run_1/zoom.png
The bar under the picture is 5 um long. Region (35, 53) to (55, 73) um. Cells in grey, sequential cells in the stronger grey; small squares are vias.
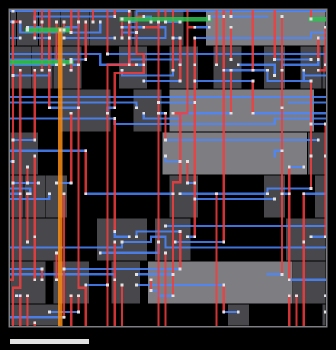
run_1/pins.png
The bar under the picture is 20 um long. Pins as bars across the die edge, other pins in grey.
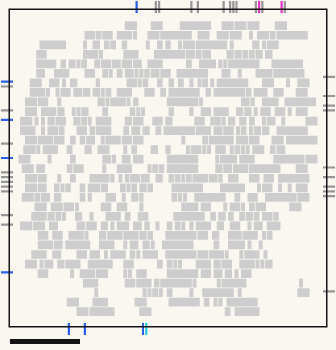
run_1/final_clocks.png
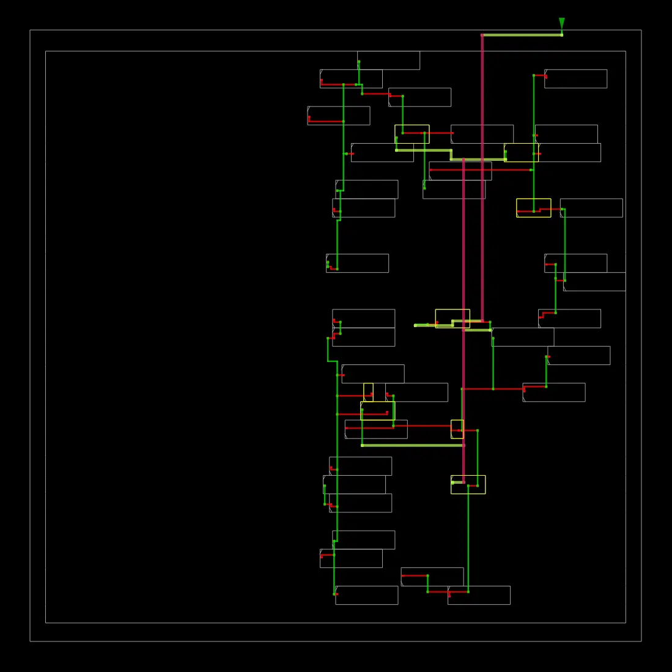
[src/rtl/alu_6502_if.sv]
// Request/response bundle between the CPU core and the 6502 ALU.
// Both directions use the same valid/ready rule: a transfer happens on a
// rising clock edge where valid and ready are both high; the sender keeps
// valid and its payload steady until that edge.
interface alu_6502_if #(
  parameter int WIDTH = 8
) ();
  logic             in_valid;
  logic             in_ready;
  logic [3:0]       op;
  logic [WIDTH-1:0] a;
  logic [WIDTH-1:0] b;
  logic             carry_in;
  logic             decimal;
  logic             out_valid;
  logic             out_ready;
  logic [WIDTH-1:0] result;
  logic             flag_n;
  logic             flag_v;
  logic             flag_z;
  logic             flag_c;

  // requester side (CPU core)
  modport master (
    output in_valid, op, a, b, carry_in, decimal, out_ready,
    input  in_ready, out_valid, result, flag_n, flag_v, flag_z, flag_c
  );

  // ALU side
  modport slave (
    input  in_valid, op, a, b, carry_in, decimal, out_ready,
    output in_ready, out_valid, result, flag_n, flag_v, flag_z, flag_c
  );
endinterface

[src/rtl/alu_6502_core.sv]
// Registered 6502-style ALU: one op in flight, binary ops answer one cycle
// after acceptance, BCD ADC/SBC take an extra nibble-adjust cycle.
module alu_6502_core #(
  parameter int WIDTH      = 8,
  parameter bit DECIMAL_EN = 1'b1
) (
  input  logic        clk,
  input  logic        rst_n,
  alu_6502_if.slave   bus,
  output logic [1:0]  dbg_state
);

  localparam logic [3:0] OP_ADC = 4'd0;
  localparam logic [3:0] OP_SBC = 4'd1;
  localparam logic [3:0] OP_AND = 4'd2;
  localparam logic [3:0] OP_ORA = 4'd3;
  localparam logic [3:0] OP_EOR = 4'd4;
  localparam logic [3:0] OP_ASL = 4'd5;
  localparam logic [3:0] OP_LSR = 4'd6;
  localparam logic [3:0] OP_ROL = 4'd7;
  localparam logic [3:0] OP_ROR = 4'd8;
  localparam logic [3:0] OP_CMP = 4'd9;

  typedef enum logic [1:0] {
    IDLE = 2'd0,
    ADJ  = 2'd1,
    HOLD = 2'd2
  } state_t;

  state_t state_q, state_d;

  logic             in_ready_o, out_valid_o;
  logic             accept, go_bcd;

  // binary datapath outputs for the operation being offered
  logic [WIDTH-1:0] b_eff;
  logic [WIDTH:0]   sum, diff;
  logic [WIDTH-1:0] res_d, flag_src;
  logic             n_d, v_d, z_d, c_d;

  // operands and binary flags held across the adjust cycle
  logic [WIDTH-1:0] a_q, b_q;
  logic             c_q, sub_q, bin_n_q, bin_v_q;
  logic [WIDTH:0]   bcd_out;

  // registered outputs
  logic [WIDTH-1:0] res_q;
  logic             n_q, v_q, z_q, c_q_out;

  assign accept = (state_q == IDLE) && bus.in_valid;
  assign go_bcd = DECIMAL_EN && bus.decimal &&
                  ((bus.op == OP_ADC) || (bus.op == OP_SBC));

  // Per-nibble decimal correction, low nibble first. Addition adds 6 to
  // any digit that exceeded 9; subtraction removes 6 from any digit that
  // borrowed. Returns {final carry, adjusted value}.
  function automatic logic [WIDTH:0] bcd_adjust(
    input logic [WIDTH-1:0] x,
    input logic [WIDTH-1:0] y,
    input logic             cin,
    input logic             sub
  );
    logic [WIDTH-1:0] r;
    logic             cy;
    logic [4:0]       t;
    logic [3:0]       yn;
    r  = '0;
    cy = cin;
    for (int i = 0; i < WIDTH / 4; i++) begin
      yn = sub ? ~y[4*i +: 4] : y[4*i +: 4];
      t  = {1'b0, x[4*i +: 4]} + {1'b0, yn} + {4'b0, cy};
      if (sub) begin
        cy = t[4];
        r[4*i +: 4] = cy ? t[3:0] : (t[3:0] - 4'd6);
      end else if (t > 5'd9) begin
        t  = t + 5'd6;
        cy = 1'b1;
        r[4*i +: 4] = t[3:0];
      end else begin
        cy = 1'b0;
        r[4*i +: 4] = t[3:0];
      end
    end
    return {cy, r};
  endfunction

  // State register.
  always_ff @(posedge clk or negedge rst_n) begin
    if (!rst_n) state_q <= IDLE;
    else        state_q <= state_d;
  end

  // Next-state logic.
  always_comb begin
    state_d = state_q;
    case (state_q)
      IDLE:    if (bus.in_valid) state_d = go_bcd ? ADJ : HOLD;
      ADJ:     state_d = HOLD;
      HOLD:    if (bus.out_ready) state_d = IDLE;
      default: state_d = IDLE;
    endcase
  end

  // Handshake outputs decoded from state.
  always_comb begin
    in_ready_o  = 1'b0;
    out_valid_o = 1'b0;
    case (state_q)
      IDLE:    in_ready_o  = 1'b1;
      HOLD:    out_valid_o = 1'b1;
      default: ;
    endcase
  end

  // Binary result and flags for the op currently on the request lines.
  always_comb begin
    b_eff    = (bus.op == OP_SBC) ? ~bus.b : bus.b;
    sum      = {1'b0, bus.a} + {1'b0, b_eff} + {{WIDTH{1'b0}}, bus.carry_in};
    diff     = {1'b0, bus.a} + {1'b0, ~bus.b} + {{WIDTH{1'b0}}, 1'b1};
    res_d    = bus.a;
    c_d      = bus.carry_in;
    v_d      = 1'b0;
    flag_src = '0;
    case (bus.op)
      OP_ADC, OP_SBC: begin
        res_d = sum[WIDTH-1:0];
        c_d   = sum[WIDTH];
        v_d   = (bus.a[WIDTH-1] == b_eff[WIDTH-1]) &&
                (sum[WIDTH-1] != bus.a[WIDTH-1]);
      end
      OP_AND: res_d = bus.a & bus.b;
      OP_ORA: res_d = bus.a | bus.b;
      OP_EOR: res_d = bus.a ^ bus.b;
      OP_ASL: begin
        res_d = {bus.a[WIDTH-2:0], 1'b0};
        c_d   = bus.a[WIDTH-1];
      end
      OP_LSR: begin
        res_d = {1'b0, bus.a[WIDTH-1:1]};
        c_d   = bus.a[0];
      end
      OP_ROL: begin
        res_d = {bus.a[WIDTH-2:0], bus.carry_in};
        c_d   = bus.a[WIDTH-1];
      end
      OP_ROR: begin
        res_d = {bus.carry_in, bus.a[WIDTH-1:1]};
        c_d   = bus.a[0];
      end
      OP_CMP: c_d = diff[WIDTH];
      default: ;
    endcase
    // compare reports N/Z of the difference while passing A through
    flag_src = (bus.op == OP_CMP) ? diff[WIDTH-1:0] : res_d;
    n_d      = flag_src[WIDTH-1];
    z_d      = (flag_src == '0);
  end

  assign bcd_out = bcd_adjust(a_q, b_q, c_q, sub_q);

  // Capture operands and binary N/V for the decimal adjust cycle.
  always_ff @(posedge clk or negedge rst_n) begin
    if (!rst_n) begin
      a_q     <= '0;
      b_q     <= '0;
      c_q     <= 1'b0;
      sub_q   <= 1'b0;
      bin_n_q <= 1'b0;
      bin_v_q <= 1'b0;
    end else if (accept && go_bcd) begin
      a_q     <= bus.a;
      b_q     <= bus.b;
      c_q     <= bus.carry_in;
      sub_q   <= (bus.op == OP_SBC);
      bin_n_q <= n_d;
      bin_v_q <= v_d;
    end
  end

  // Result/flag registers: loaded on a binary accept or at the end of ADJ,
  // otherwise held so they stay stable through HOLD.
  always_ff @(posedge clk or negedge rst_n) begin
    if (!rst_n) begin
      res_q   <= '0;
      n_q     <= 1'b0;
      v_q     <= 1'b0;
      z_q     <= 1'b0;
      c_q_out <= 1'b0;
    end else if (accept && !go_bcd) begin
      res_q   <= res_d;
      n_q     <= n_d;
      v_q     <= v_d;
      z_q     <= z_d;
      c_q_out <= c_d;
    end else if (state_q == ADJ) begin
      res_q   <= bcd_out[WIDTH-1:0];
      n_q     <= bin_n_q;
      v_q     <= bin_v_q;
      z_q     <= (bcd_out[WIDTH-1:0] == '0);
      c_q_out <= bcd_out[WIDTH];
    end
  end

  assign bus.in_ready  = in_ready_o;
  assign bus.out_valid = out_valid_o;
  assign bus.result    = res_q;
  assign bus.flag_n    = n_q;
  assign bus.flag_v    = v_q;
  assign bus.flag_z    = z_q;
  assign bus.flag_c    = c_q_out;
  assign dbg_state     = state_q;

endmodule

[src/flat_wrapper.sv]
// flat-port wrapper written by rule: the top's interface ports become plain ports
module alu_6502_core_flat 
#(
  parameter int WIDTH      = 8,
  parameter bit DECIMAL_EN = 1'b1
)
  (clk, rst_n, dbg_state, bus_in_valid, bus_op, bus_a, bus_b, bus_carry_in, bus_decimal, bus_out_ready, bus_in_ready, bus_out_valid, bus_result, bus_flag_n, bus_flag_v, bus_flag_z, bus_flag_c);
  alu_6502_if #(.WIDTH(WIDTH)) bus_i ();
  input  logic clk;
  input  logic rst_n;
  output logic [1:0] dbg_state;
  input wire logic [$bits(bus_i.in_valid)-1:0] bus_in_valid;
  input wire logic [$bits(bus_i.op)-1:0] bus_op;
  input wire logic [$bits(bus_i.a)-1:0] bus_a;
  input wire logic [$bits(bus_i.b)-1:0] bus_b;
  input wire logic [$bits(bus_i.carry_in)-1:0] bus_carry_in;
  input wire logic [$bits(bus_i.decimal)-1:0] bus_decimal;
  input wire logic [$bits(bus_i.out_ready)-1:0] bus_out_ready;
  output wire logic [$bits(bus_i.in_ready)-1:0] bus_in_ready;
  output wire logic [$bits(bus_i.out_valid)-1:0] bus_out_valid;
  output wire logic [$bits(bus_i.result)-1:0] bus_result;
  output wire logic [$bits(bus_i.flag_n)-1:0] bus_flag_n;
  output wire logic [$bits(bus_i.flag_v)-1:0] bus_flag_v;
  output wire logic [$bits(bus_i.flag_z)-1:0] bus_flag_z;
  output wire logic [$bits(bus_i.flag_c)-1:0] bus_flag_c;
  assign bus_i.in_valid = bus_in_valid;
  assign bus_i.op = bus_op;
  assign bus_i.a = bus_a;
  assign bus_i.b = bus_b;
  assign bus_i.carry_in = bus_carry_in;
  assign bus_i.decimal = bus_decimal;
  assign bus_i.out_ready = bus_out_ready;
  assign bus_in_ready = bus_i.in_ready;
  assign bus_out_valid = bus_i.out_valid;
  assign bus_result = bus_i.result;
  assign bus_flag_n = bus_i.flag_n;
  assign bus_flag_v = bus_i.flag_v;
  assign bus_flag_z = bus_i.flag_z;
  assign bus_flag_c = bus_i.flag_c;
  alu_6502_core #(.WIDTH(WIDTH), .DECIMAL_EN(DECIMAL_EN)) u_core (.clk(clk), .rst_n(rst_n), .bus(bus_i), .dbg_state(dbg_state));
endmodule
[config.mk]
export PLATFORM = sky130hd
export DESIGN_NAME = alu_6502_core_flat
export DESIGN_NICKNAME = d
export VERILOG_FILES = /design/src/rtl/alu_6502_if.sv /design/src/rtl/alu_6502_core.sv /design/src/flat_wrapper.sv
export SDC_FILE = /design/constraint.sdc
export NUM_CORES = 1
export LEC_CHECK = 0
export CAP_MARGIN = 10
export CORE_MARGIN = 2
export CORE_UTILIZATION = 50
export DETAILED_ROUTE_END_ITERATION = 16
export GPL_ROUTABILITY_DRIVEN = 0
export MAX_ROUTING_LAYER = met4
export PLACE_DENSITY = 0.72
export RECOVER_POWER = 100
export SYNTH_ARGS = -nofsm -noshare
export SYNTH_HDL_FRONTEND = slang
export SYNTH_SLANG_ARGS = --single-unit
[constraint.sdc]
create_clock -name clk -period 7.2 [get_ports clk]
set_input_delay 1.44 -clock clk [delete_from_list [all_inputs] [get_ports clk]]
set_output_delay 1.44 -clock clk [all_outputs]
set_load 0.01 [all_outputs]
==> results.json, run 1 <==
{
  "status": "complete, but fails checks",
  "violations": "capacitance limit, slew limit",
  "drt_iter0_markers": 241,
  "comb_area_share_pct": 61.1,
  "reg2reg_depth": 22,
  "fp.coreArea_um2": 7210,
  "p_int_mw": 0.726,
  "h-tree-depth": 2,
  "drv_slew": 35,
  "drive_above_1_share_pct": 4.89,
  "dp_hpwl_um": 7210,
  "power-top-group": "combinational cells",
  "fmax_mhz": 160,
  "antenna_found_initial": 0,
  "whs_ns": 0.484,
  "logic_gate_count": 362,
  "nFillCells": 692,
  "crit_type": "register to register",
  "route.met2.wl_um": 4540,
  "ys_cells": 456,
  "cap_violations": 1,
  "yosysWarnings": 0,
  "numSynthFlops": 34,
  "inv_count": 40,
  "yosys-mux-area-fraction_pct": 1.45,
  "clk_pin_slew_ns": 0.07,
  "ff_type": "dfrtp_1",
  "cts_buffer_depth": 2,
  "cts.repair.resized": 0,
  "seq_area_um2": 851,
  "wire_per_inst_um": 15.8,
  "ff_count": 34,
  "postCtsSetupRepairBufs": 0,
  "row_count": 31,
  "setup_viol": 0
}
## Picture notes: zoom.png
Orange shows met4. Blue shows met1. Red shows met2. Green shows met3.
33 logic cells have their middle in the window. Most frequent: o21ai_0 (7), nand2_1 (6), dfrtp_1 (4). Sequential cells in the window: 4. Netlist names of flops here include u_core.b_q (3), u_core.a_q (1).

## Picture notes: pins.png
Cyan shows bus_carry_in, pins 1, direction input, edge bottom. Magenta shows dbg_state, pins 2, direction output, edge top. Blue shows bus_b, pins 8, direction input, edge 4 left, 3 bottom, 1 top.
die height: 90.2 um
Die X: 90.2 um
I/O Buffers: 41

## Picture notes: final_clocks.png
# clk buffers: 7
CTS Sinks: 34
Insertion Delay late pin: 0.29 ns
P_clk: 0.147 mW

==> run 2, diff against run 1 <==
GPL_ROUTABILITY_DRIVEN = default   (was 0)
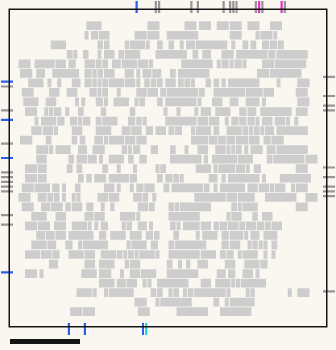
run_2/pins.png
The bar under the picture is 20 um long. Pins as bars across the die edge, other pins in grey.
Cyan shows bus_carry_in, pins 1, direction input, edge bottom. Blue shows bus_b, pins 8, direction input, edge 4 left, 3 bottom, 1 top. Magenta shows dbg_state, pins 2, direction output, edge top.
All pins by edge: 14 top, 14 left, 10 right, 4 bottom.

==> run 2 against run 1 <==
- the flow still finishes with violations (capacitance limit, slew limit)
- highest routed layer unchanged
- largest power group unchanged
- flip-flop count did not move
- sequential share of layout area rose by 0.053 points
- critical path type unchanged
- combinational power fell by 0.9%
==> results.json, run 2 <==
{
  "fmax_mhz": 161,
  "worst_pin_slew_ns": 1.80,
  "dp_hpwl_um": 7230,
  "setup_viol": 0,
  "post_drt_via_cell_ratio": 5.86,
  "top_area_cell": "dfrtp_1",
  "postRouteAntennaNets": 0,
  "worstSetupEndpoint": "u_core.bus.flag_z",
  "cts_buffers": 5,
  "nets": 565,
  "antenna_found_initial": 0,
  "initial_core_util_pct": 51.5,
  "cts_buffer_depth": 2,
  "comb_area_share_pct": 61.3,
  "clkbuf_count": 6,
  "min_period_ns": 6.20,
  "ff_type": "dfrtp_1",
  "synth.avg_cell_area_um2": 8.14,
  "antennaDiodeCount": 0,
  "drv_slew": 35,
  "route.met2.wl_um": 4380,
  "wl_um": 9300,
  "ys_seq_share_pct": 22.9,
  "h-tree-depth": 2,
  "wire_per_inst_um": 15.8,
  "met2_usage_pct": 39.2,
  "crit_type": "register to register",
  "gr-total-overflow": 0,
  "die_h_um": 90.2,
  "top_area_share_pct": 22.9,
  "switching_share_pct": 46.6,
  "inv_count": 40,
  "cts.repair.resized": 0,
  "period_used_pct": 86.1,
  "die_width_um": 90.2,
  "compound_area_share_pct": 26.2,
  "drive_above_1_share_pct": 4.69,
  "seq_area_um2": 851,
  "synthTopCellsByCount": "ha_1 (42), nand2_1 (41), inv_1 (40), o21ai_0 (40)",
  "grt_start_max_net_pins": 42,
  "power_frac_seq_pct": 21.0,
  "endpoint_kind": "register",
  "clk_share_pct": 1.88,
  "yosys-mux-area-fraction_pct": 1.45,
  "power-top-group": "combinational cells",
  "numClockSinks": 34,
  "start_kind": "register",
  "nFillCells": 654,
  "rr_endpoint": "u_core.bus.flag_z",
  "via_count": 3452,
  "cp_num_cells": 22,
  "cts-hold-fix-buffers": 0,
  "drt_iter0_markers": 252,
  "logic_gate_count": 362,
  "status": "complete, but fails checks",
  "fin_tns_setup_ns": 0,
  "reg2reg_depth": 22,
  "numSynthFlops": 34,
  "postCtsSetupRepairBufs": 0,
  "row_count": 31,
  "yosysWarnings": 0,
  "p_int_mw": 0.713,
  "ff_count": 34,
  "io_buffers": 41,
  "dr.pass1.iters": 5,
  "fp.coreArea_um2": 7210,
  "violations": "capacitance limit, slew limit",
  "cap_violations": 1,
  "synthTopCellsByArea": "dfrtp_1 (23%), ha_1 (14%), o21ai_0 (5.4%)",
  "ys_cells": 456,
  "clk_pin_slew_ns": 0.07,
  "insertion_delay_ns": 0.28,
  "whs_ns": 0.485,
  "power_clock_mw": 0.135
}
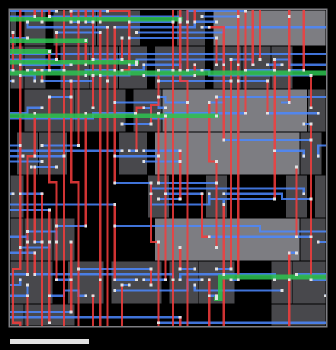
run_2/zoom.png
The bar under the picture is 5 um long. Region (35, 53) to (55, 73) um. Cells in grey, sequential cells in the stronger grey; small squares are vias.
Red shows met2. Green shows met3. Blue shows met1.
38 logic cells have their middle in the window. Most frequent: o21ai_0 (9), nand2_1 (6), dfrtp_1 (4). Sequential cells in the window: 4. Netlist names of flops here include u_core.b_q (3), u_core.a_q (1).

==> run 3, diff against run 2 <==
CTS_CLUSTER_DIAMETER = 80   (was default)
SLEW_MARGIN = 20   (was default)
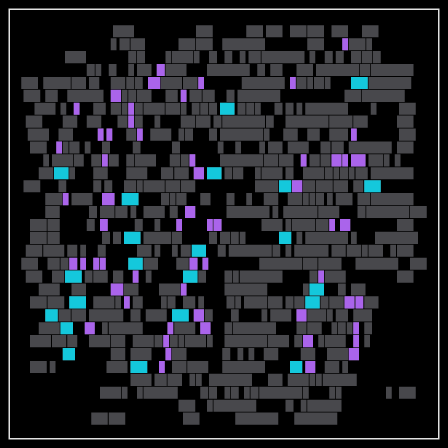
run_3/gate_families.png
Cyan shows AND-OR and OR-AND gates, cells 22. Purple shows NOR gates, cells 58, most used nor2_1.
Finished Layout Cells: 589
logic share of the area: 61.3%
most instantiated logic cell after routing: ha_1

==> run 3 against run 2 <==
- the run still ends with capacitance limit, slew limit left
- via count stayed put
- clock skew stayed put
- wire length stayed put
- area after synthesis stayed put
- first-iteration DRC count stayed put
- sequential power hardly changed
- clock power hardly changed
- total power stayed put
- count of clock-buffer cells in the layout stayed put
- worst setup slack stayed put
- critical path type unchanged
- critical endpoint unchanged
- highest routed layer unchanged
==> results.json, run 3 <==
{
  "status": "complete, but fails checks",
  "violations": "capacitance limit, slew limit",
  "ff_type": "dfrtp_1",
  "period_used_pct": 86.1,
  "cts_buffer_depth": 2,
  "grt_start_max_net_pins": 42,
  "min_period_ns": 6.20,
  "route.met2.wl_um": 4380,
  "numClockSinks": 34,
  "p_clk_share_pct": 10.1,
  "power_frac_seq_pct": 21.0,
  "cts-hold-fix-buffers": 0,
  "whs_ns": 0.485,
  "synthTopCellsByArea": "dfrtp_1 (23%), ha_1 (14%), o21ai_0 (5.4%)",
  "switching_share_pct": 46.6,
  "crit_type": "register to register",
  "seq_area_um2": 851,
  "initial_core_util_pct": 51.5,
  "numSynthFlops": 34,
  "fmax_mhz": 161,
  "drive_above_1_share_pct": 4.69,
  "reg2reg_from": "u_core.sub_q",
  "top_area_cell": "dfrtp_1",
  "biggestCellCategory": "multi-input combinational cells",
  "die_h_um": 90.2,
  "power_clock_mw": 0.135,
  "compound_area_share_pct": 26.2,
  "endpoint_kind": "register",
  "dr.pass1.iters": 5,
  "fin_tns_setup_ns": 0,
  "clk_share_pct": 1.88,
  "row_count": 31,
  "hold_viol": 0,
  "drt_iter0_markers": 252,
  "top_area_share_pct": 22.9,
  "logic_gate_count": 362,
  "postCtsSetupRepairBufs": 0,
  "dp_hpwl_um": 7230,
  "start_kind": "register",
  "ys_seq_share_pct": 22.9,
  "antenna_found_initial": 0,
  "yosys-mux-area-fraction_pct": 1.45,
  "reg2reg_depth": 22,
  "antennaDiodeCount": 0,
  "cp_cell_sequence": "xnor2_1 > fa_1 > fa_1 > xnor2_1 > inv_1 > ha_1 > a22oi_1 > nand3_1 > o21ai_0 > fa_1 > inv_1 > fa_1 > xor2_1 > ha_1 > nor2b_1 > a31oi_1 > nor2_1 > mux2_2 > a211oi_1 > nor4b_1 > nand4_1 > o211ai_1",
  "power-top-group": "combinational cells",
  "drv_slew": 35,
  "wl_um": 9300,
  "cts_buffers": 5,
  "rr_endpoint": "u_core.bus.flag_z",
  "cts.repair.resized": 0,
  "dp_cells": 582,
  "setup_viol": 0,
  "ys_cells": 456,
  "worstSetupEndpoint": "u_core.bus.flag_z",
  "clk_pin_slew_ns": 0.07,
  "synthTopCellsByCount": "ha_1 (42), nand2_1 (41), inv_1 (40), o21ai_0 (40)",
  "gr-total-overflow": 0,
  "die_width_um": 90.2,
  "clkbuf_count": 6,
  "h-tree-depth": 2,
  "syn_area_um2": 3710,
  "cp_num_cells": 22,
  "nets": 565,
  "nFillCells": 654,
  "post_drt_via_cell_ratio": 5.86,
  "met2_usage_pct": 39.2,
  "io_buffers": 41,
  "insertion_delay_ns": 0.28,
  "inv_count": 40,
  "critical_path_required_ns": 7.40,
  "routed-wl-met3_um": 566,
  "m1WireLength_um": 4190,
  "worst_pin_slew_ns": 1.80,
  "ff_count": 34,
  "cap_violations": 1,
  "yosysWarnings": 0,
  "postRouteAntennaNets": 0,
  "fp.coreArea_um2": 7210
}
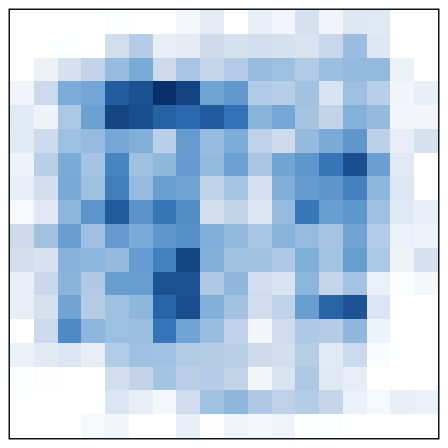
run_3/wire_density.png
The die is cut into 18 by 18 equal tiles; white is low, dark blue is high, scaled to the fullest tile. Values are wire area over tile area, all layers added.
The mean over all tiles is 0.18. 19% of the tiles are over half the peak. The densest ninth of the die: centre. 16% of the tiles are nearly empty.
routed vias: 3452
gr usage total: 23.9%
drt wl/cell: 15.8 um

Power and IR drop assume default switching activity.
